[config.mk]
export PLATFORM = sky130hd
export DESIGN_NAME = sram_wb_bridge
export DESIGN_NICKNAME = d
export VERILOG_FILES = /design/src/rtl/sram_wb_bridge_pkg.sv /design/src/rtl/sram_byte_merge.sv /design/src/rtl/sram_wb_bridge.sv
export SDC_FILE = /design/constraint.sdc
export NUM_CORES = 1
export LEC_CHECK = 0
export CORE_ASPECT_RATIO = 0.75
export CORE_MARGIN = 4
export CORE_UTILIZATION = 45
export DETAILED_ROUTE_END_ITERATION = 8
export PLACE_DENSITY = 0.79
export SYNTH_ARGS = -nofsm -noshare
export SYNTH_HDL_FRONTEND = slang
export SYNTH_HIERARCHICAL = 1
export SYNTH_SLANG_ARGS = --single-unit
[constraint.sdc]
create_clock -name clk -period 2.38 [get_ports clk]
set_input_delay 0.357 -clock clk [delete_from_list [all_inputs] [get_ports clk]]
set_output_delay 0.357 -clock clk [all_outputs]
set_load 0.005 [all_outputs]
[src/rtl/sram_wb_bridge_pkg.sv]
// Shared types and helpers for the Wishbone-to-SRAM bridge.
// Holds the FSM state encoding and the byte-lane merge primitive.
package sram_wb_bridge_pkg;

  localparam int unsigned BYTE_W = 8;

  typedef enum logic [3:0] {
    IDLE      = 4'd0,
    RD_ISSUE  = 4'd1,
    RD_WAIT   = 4'd2,
    RD_CAP    = 4'd3,
    WR_ISSUE  = 4'd4,
    RMW_ISSUE = 4'd5,
    RMW_WAIT  = 4'd6,
    RMW_CAP   = 4'd7,
    RMW_WR    = 4'd8,
    RESP      = 4'd9
  } state_e;

  // Number of byte lanes in a data word of the given width.
  function automatic int unsigned sel_width(input int unsigned dsize);
    return dsize / BYTE_W;
  endfunction

  // One byte lane of a read-modify-write: take the new byte when its lane is selected.
  function automatic logic [BYTE_W-1:0] merge_byte(
    input logic [BYTE_W-1:0] old_b,
    input logic [BYTE_W-1:0] new_b,
    input logic              sel
  );
    return sel ? new_b : old_b;
  endfunction

endpackage

[src/rtl/sram_byte_merge.sv]
// Combinational byte-lane merge of a write word into the word read back from SRAM.
module sram_byte_merge
  import sram_wb_bridge_pkg::*;
#(
  parameter int unsigned DSIZE = 32
) (
  input  logic [DSIZE-1:0]        old_i,
  input  logic [DSIZE-1:0]        new_i,
  input  logic [DSIZE/BYTE_W-1:0] sel_i,
  output logic [DSIZE-1:0]        merged_c
);

  localparam int unsigned SEL_W = sel_width(DSIZE);

  for (genvar k = 0; k < SEL_W; k++) begin : g_lane
    assign merged_c[k*BYTE_W +: BYTE_W] = merge_byte(old_i[k*BYTE_W +: BYTE_W],
                                                     new_i[k*BYTE_W +: BYTE_W],
                                                     sel_i[k]);
  end

endmodule

[src/rtl/sram_wb_bridge.sv]
// Wishbone classic slave driving port 0 of a registered-input SRAM macro.
// Hides the two-cycle read latency and performs read-modify-write for partial writes.
module sram_wb_bridge
  import sram_wb_bridge_pkg::*;
#(
  parameter int unsigned ASIZE    = 8,
  parameter int unsigned DSIZE    = 32,
  parameter int unsigned BASE_LSB = 2
) (
  input  logic                    clk,
  input  logic                    rst,
  input  logic                    wb_cyc_i,
  input  logic                    wb_stb_i,
  input  logic                    wb_we_i,
  input  logic [31:0]             wb_adr_i,
  input  logic [DSIZE/BYTE_W-1:0] wb_sel_i,
  input  logic [DSIZE-1:0]        wb_dat_i,
  output logic [DSIZE-1:0]        wb_dat_o,
  output logic                    wb_ack_o,
  output logic                    wb_err_o,
  output logic                    sram_cs_n,
  output logic                    sram_we_n,
  output logic [ASIZE-1:0]        sram_addr,
  output logic [DSIZE-1:0]        sram_wdata,
  input  logic [DSIZE-1:0]        sram_rdata
);

  localparam int unsigned SEL_W   = sel_width(DSIZE);
  localparam int unsigned TOP_LSB = BASE_LSB + ASIZE;
  localparam logic [SEL_W-1:0] SEL_ALL = '1;

  state_e             state_q, state_d;
  logic               sram_cs_n_q, sram_cs_n_d;
  logic               sram_we_n_q, sram_we_n_d;
  logic [ASIZE-1:0]   sram_addr_q, sram_addr_d;
  logic [DSIZE-1:0]   sram_wdata_q, sram_wdata_d;
  logic               wb_ack_q, wb_ack_d;
  logic               wb_err_q, wb_err_d;
  logic [DSIZE-1:0]   wb_dat_q, wb_dat_d;
  logic [DSIZE-1:0]   dat_q, dat_d;
  logic [SEL_W-1:0]   sel_q, sel_d;

  logic               req_valid;
  logic               out_of_range;
  logic               sel_full;
  logic               sel_none;
  logic [ASIZE-1:0]   word_addr;
  logic [DSIZE-1:0]   merged_c;

  // Request decode; the ack/err terms keep a held strobe from re-triggering in RESP.
  assign req_valid    = wb_cyc_i & wb_stb_i & ~wb_ack_q & ~wb_err_q;
  assign out_of_range = (wb_adr_i >> TOP_LSB) != 32'd0;
  assign word_addr    = wb_adr_i[BASE_LSB +: ASIZE];
  assign sel_full     = (wb_sel_i == SEL_ALL);
  assign sel_none     = (wb_sel_i == '0);

  sram_byte_merge #(
    .DSIZE (DSIZE)
  ) u_merge (
    .old_i    (sram_rdata),
    .new_i    (dat_q),
    .sel_i    (sel_q),
    .merged_c (merged_c)
  );

  // State and output registers.
  always_ff @(posedge clk) begin
    if (rst) begin
      state_q      <= IDLE;
      sram_cs_n_q  <= 1'b1;
      sram_we_n_q  <= 1'b1;
      sram_addr_q  <= '0;
      sram_wdata_q <= '0;
      wb_ack_q     <= 1'b0;
      wb_err_q     <= 1'b0;
      wb_dat_q     <= '0;
      dat_q        <= '0;
      sel_q        <= '0;
    end else begin
      state_q      <= state_d;
      sram_cs_n_q  <= sram_cs_n_d;
      sram_we_n_q  <= sram_we_n_d;
      sram_addr_q  <= sram_addr_d;
      sram_wdata_q <= sram_wdata_d;
      wb_ack_q     <= wb_ack_d;
      wb_err_q     <= wb_err_d;
      wb_dat_q     <= wb_dat_d;
      dat_q        <= dat_d;
      sel_q        <= sel_d;
    end
  end

  // Next-state logic; a dropped wb_cyc_i abandons the transaction without a response.
  always_comb begin
    state_d = state_q;
    case (state_q)
      IDLE: begin
        if (req_valid) begin
          if (out_of_range)  state_d = RESP;
          else if (!wb_we_i) state_d = RD_ISSUE;
          else if (sel_none) state_d = RESP;
          else if (sel_full) state_d = WR_ISSUE;
          else               state_d = RMW_ISSUE;
        end
      end
      RD_ISSUE:  state_d = wb_cyc_i ? RD_WAIT  : IDLE;
      RD_WAIT:   state_d = wb_cyc_i ? RD_CAP   : IDLE;
      RD_CAP:    state_d = wb_cyc_i ? RESP     : IDLE;
      WR_ISSUE:  state_d = wb_cyc_i ? RESP     : IDLE;
      RMW_ISSUE: state_d = wb_cyc_i ? RMW_WAIT : IDLE;
      RMW_WAIT:  state_d = wb_cyc_i ? RMW_CAP  : IDLE;
      RMW_CAP:   state_d = wb_cyc_i ? RMW_WR   : IDLE;
      RMW_WR:    state_d = wb_cyc_i ? RESP     : IDLE;
      RESP:      state_d = IDLE;
      default:   state_d = IDLE;
    endcase
  end

  // Output logic: each registered output is computed one cycle ahead of its use.
  always_comb begin
    sram_cs_n_d  = 1'b1;
    sram_we_n_d  = 1'b1;
    sram_addr_d  = sram_addr_q;
    sram_wdata_d = sram_wdata_q;
    wb_ack_d     = 1'b0;
    wb_err_d     = 1'b0;
    wb_dat_d     = wb_dat_q;
    dat_d        = dat_q;
    sel_d        = sel_q;
    case (state_q)
      IDLE: begin
        if (req_valid) begin
          dat_d = wb_dat_i;
          sel_d = wb_sel_i;
          if (out_of_range) begin
            wb_err_d = 1'b1;
          end else if (wb_we_i && sel_none) begin
            wb_ack_d = 1'b1;
          end else begin
            sram_cs_n_d = 1'b0;
            sram_addr_d = word_addr;
            if (wb_we_i && sel_full) begin
              sram_we_n_d  = 1'b0;
              sram_wdata_d = wb_dat_i;
            end
          end
        end
      end
      RD_CAP: begin
        if (wb_cyc_i) begin
          wb_dat_d = sram_rdata;
          wb_ack_d = 1'b1;
        end
      end
      WR_ISSUE: begin
        if (wb_cyc_i) wb_ack_d = 1'b1;
      end
      RMW_CAP: begin
        if (wb_cyc_i) begin
          sram_cs_n_d  = 1'b0;
          sram_we_n_d  = 1'b0;
          sram_wdata_d = merged_c;
        end
      end
      RMW_WR: begin
        if (wb_cyc_i) wb_ack_d = 1'b1;
      end
      default: ;
    endcase
  end

  assign sram_cs_n  = sram_cs_n_q;
  assign sram_we_n  = sram_we_n_q;
  assign sram_addr  = sram_addr_q;
  assign sram_wdata = sram_wdata_q;
  assign wb_ack_o   = wb_ack_q;
  assign wb_err_o   = wb_err_q;
  assign wb_dat_o   = wb_dat_q;

endmodule

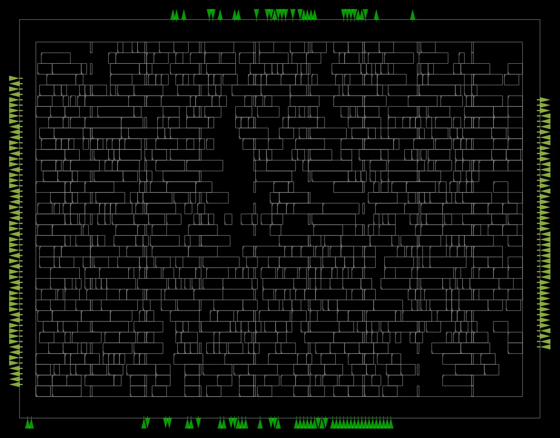
placement.png
row cnt: 33
tap cell count: 140
Fillers: 839

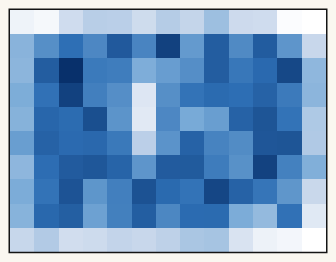
cell_density.png
13 x 10 tiles, from white (low) to dark blue (high), 0 to 100% covered.
nearly empty tiles = 2.3%
fullest tile = 100%
tiles over 75% full = 32%
emptiest ninth of the die = south-east
mean over tiles = 57%
FP Util: 46.8%
Core Box Area: 11100 µm²
Finished Core Util: 70.1%

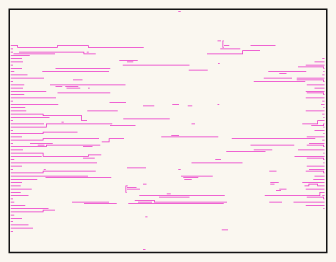
layer_met3.png
wire length on this layer = 1730 µm
main direction = horizontal
nets with wire on the layer = 151
share of all routed wire = 10%

==> CHANGELOG.md <==
## Implementation

* Status: finished, final reports clean
* Post-DRT Antenna Nets at 0
* CTS clk-pin slew, worst paths at 50 ps
* Dominant class by area: combinational gates
* Flop count at 116
* Fin worst setup slack at 332 ps
* Critical path capture point type: register
* Comb gates at 436
* Drt wl/cell at 17.9 µm
* Final Cycle Share at 86.0%
* CTS tree: done
* Residual DRC at 0
* IR drop worst, VDD at 0.671 mV
* GR Layer Usage met3 at 11.2%
* Post-DP Area at 7150 µm²
* Via count at 5174
* Top cells excl fill/tap: nand2_1, clkdlybuf4s50_1, dfxtp_1, a21oi_1
* CP Max Fanout at 22
* Signal buf overhead at 26.0%
* Slew @ Worst Pin at 848 ps
* Wl on met1 at 6.83 mm
* Main synth FF type: dfxtp_1
* Synth Instances at 603
* Dpl ws at -23.8 ps
* Worst-path cell chain: nor4_4, nand4_1, buf_4, o221a_2, o21ai_0, nand2_1
* F_max at 488 MHz
* Crit path to: sram_wdata[1]
* Avg Cell Area, Syn at 8.59 µm²
* Slew Limit Headroom at 43.5%
* Power per cell area at 755 nW/µm²
* Seq cells post-synth at 116
* Final net count at 880
* CP peak stage delay at 500 ps
* CTS Buffer Depth at 2
* Final worst path period need at 2050 ps
* Final GP Congestion at 0.826
* Num CTS Buffers at 17
* Post-CTS sizing at 0
* CTS Sinks at 116
* Sequential cell area at 2320 µm²
* Area Overhead vs Synth at 49.8%
* Vias in the first global route at 5251
* DR vias/cell at 5.58
* Final Hold Fails at 0
* Final setup violation count at 0
* MI comb area at 2640 µm²
* WL met2 at 7.75 mm
* Uppermost layer routed: met5
* Hold Slack at 455 ps
* Die area at 13300 µm²
* Hold Path Class: reg -> reg
* Leakage power at 2.90 nW
* Mapped Area at 5180 µm²
* Post-route cell area at 7760 µm²
* Total global-route track usage at 24.9%
* Max-cap check violation count at 0
* I/O pin count at 181
* Dpl cells at 896
* Logic share of the area at 34.0%
* Hpwl dp at 11.4 mm
* CP Data Arrival Time at 2340 ps
* CP startpoint kind: register
* Worst Min Path Start: wb_dat_o[4]
* Number of hold buffers added after CTS at 0
* FF-to-FF path depth at 6
* Ys cells at 603
* Bufs w/o clock at 203
* Final slew viol count at 0
* Met3 wire length at 1.73 mm
* Count of tool warnings at 28
* Ys async rst share at 0%
* Share of layout cells above drive strength 1 at 16.1%
* Synth cell types at 35
* Worst endpoint required time at 2670 ps
* YS chip area at 5180 µm²
* RSZ-0062 raised after global routing: false
* Final Non-Filler Cells at 927
* Final WL at 16.6 mm
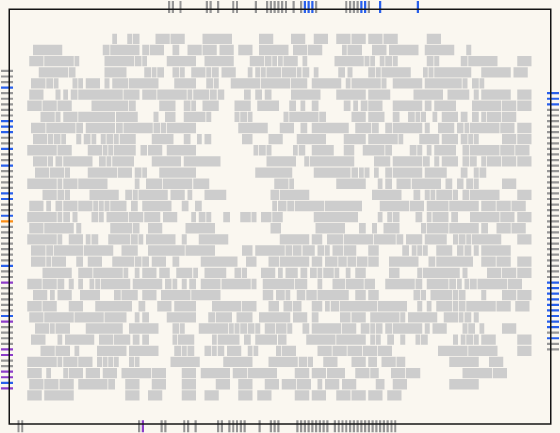
io_placement.png
Pins as bars across the die edge, other pins in grey.
orange -> `rst`  # pins 1, direction input, edge west
purple -> `sram_addr`  # pins 8, direction output, edge 7 west, 1 south
blue -> `wb_dat_o`  # pins 32, direction output, edge 13 east, 12 west, 7 north
die height: 101 µm
DIE WIDTH: 132 µm
Port Buffers: 178

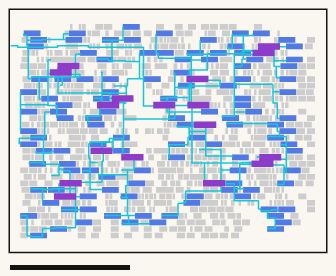
clk_routes.png
The bar under the picture is 50 µm long.
purple -> clock drivers  # count 17
cyan -> clock wires  # length 1550 µm
blue -> flip-flops  # count 116
routed clock nets = 18
flops lie = widely spread
Power Clock: 2.60 mW
clk_skew: 7.13 ps
clock power share: 44.4%
clk latency late pin: 400 ps

-- logic make-up after synthesis --
logic type / share of synthesized area [%]
compound gates: 18.7
xor+xnor: 0.338
buf+inv: 4.45
flops: 44.9
mux: 11.0
simple gates: 20.6
-- power breakdown --
part           switching (mW)  leakage, nW  total, mW  internal (mW)
Clock                   0.883        0.288       2.60           1.72
Combinational           0.550         1.68       1.09          0.543
Sequential              0.115        0.938       2.17           2.05
Total                    1.55         2.90       5.86           4.31
-- critical path, delay by kind of cell (launching register included) --
| family | cells | cell delay (ps) |
|---|---|---|
| simple gates | 3 | 790 |
| compound gates | 2 | 460 |
| buf+inv | 1 | 280 |
| flops | 1 | 420 |
Power figures rest on the tool's default switching activity, not on a simulated workload.
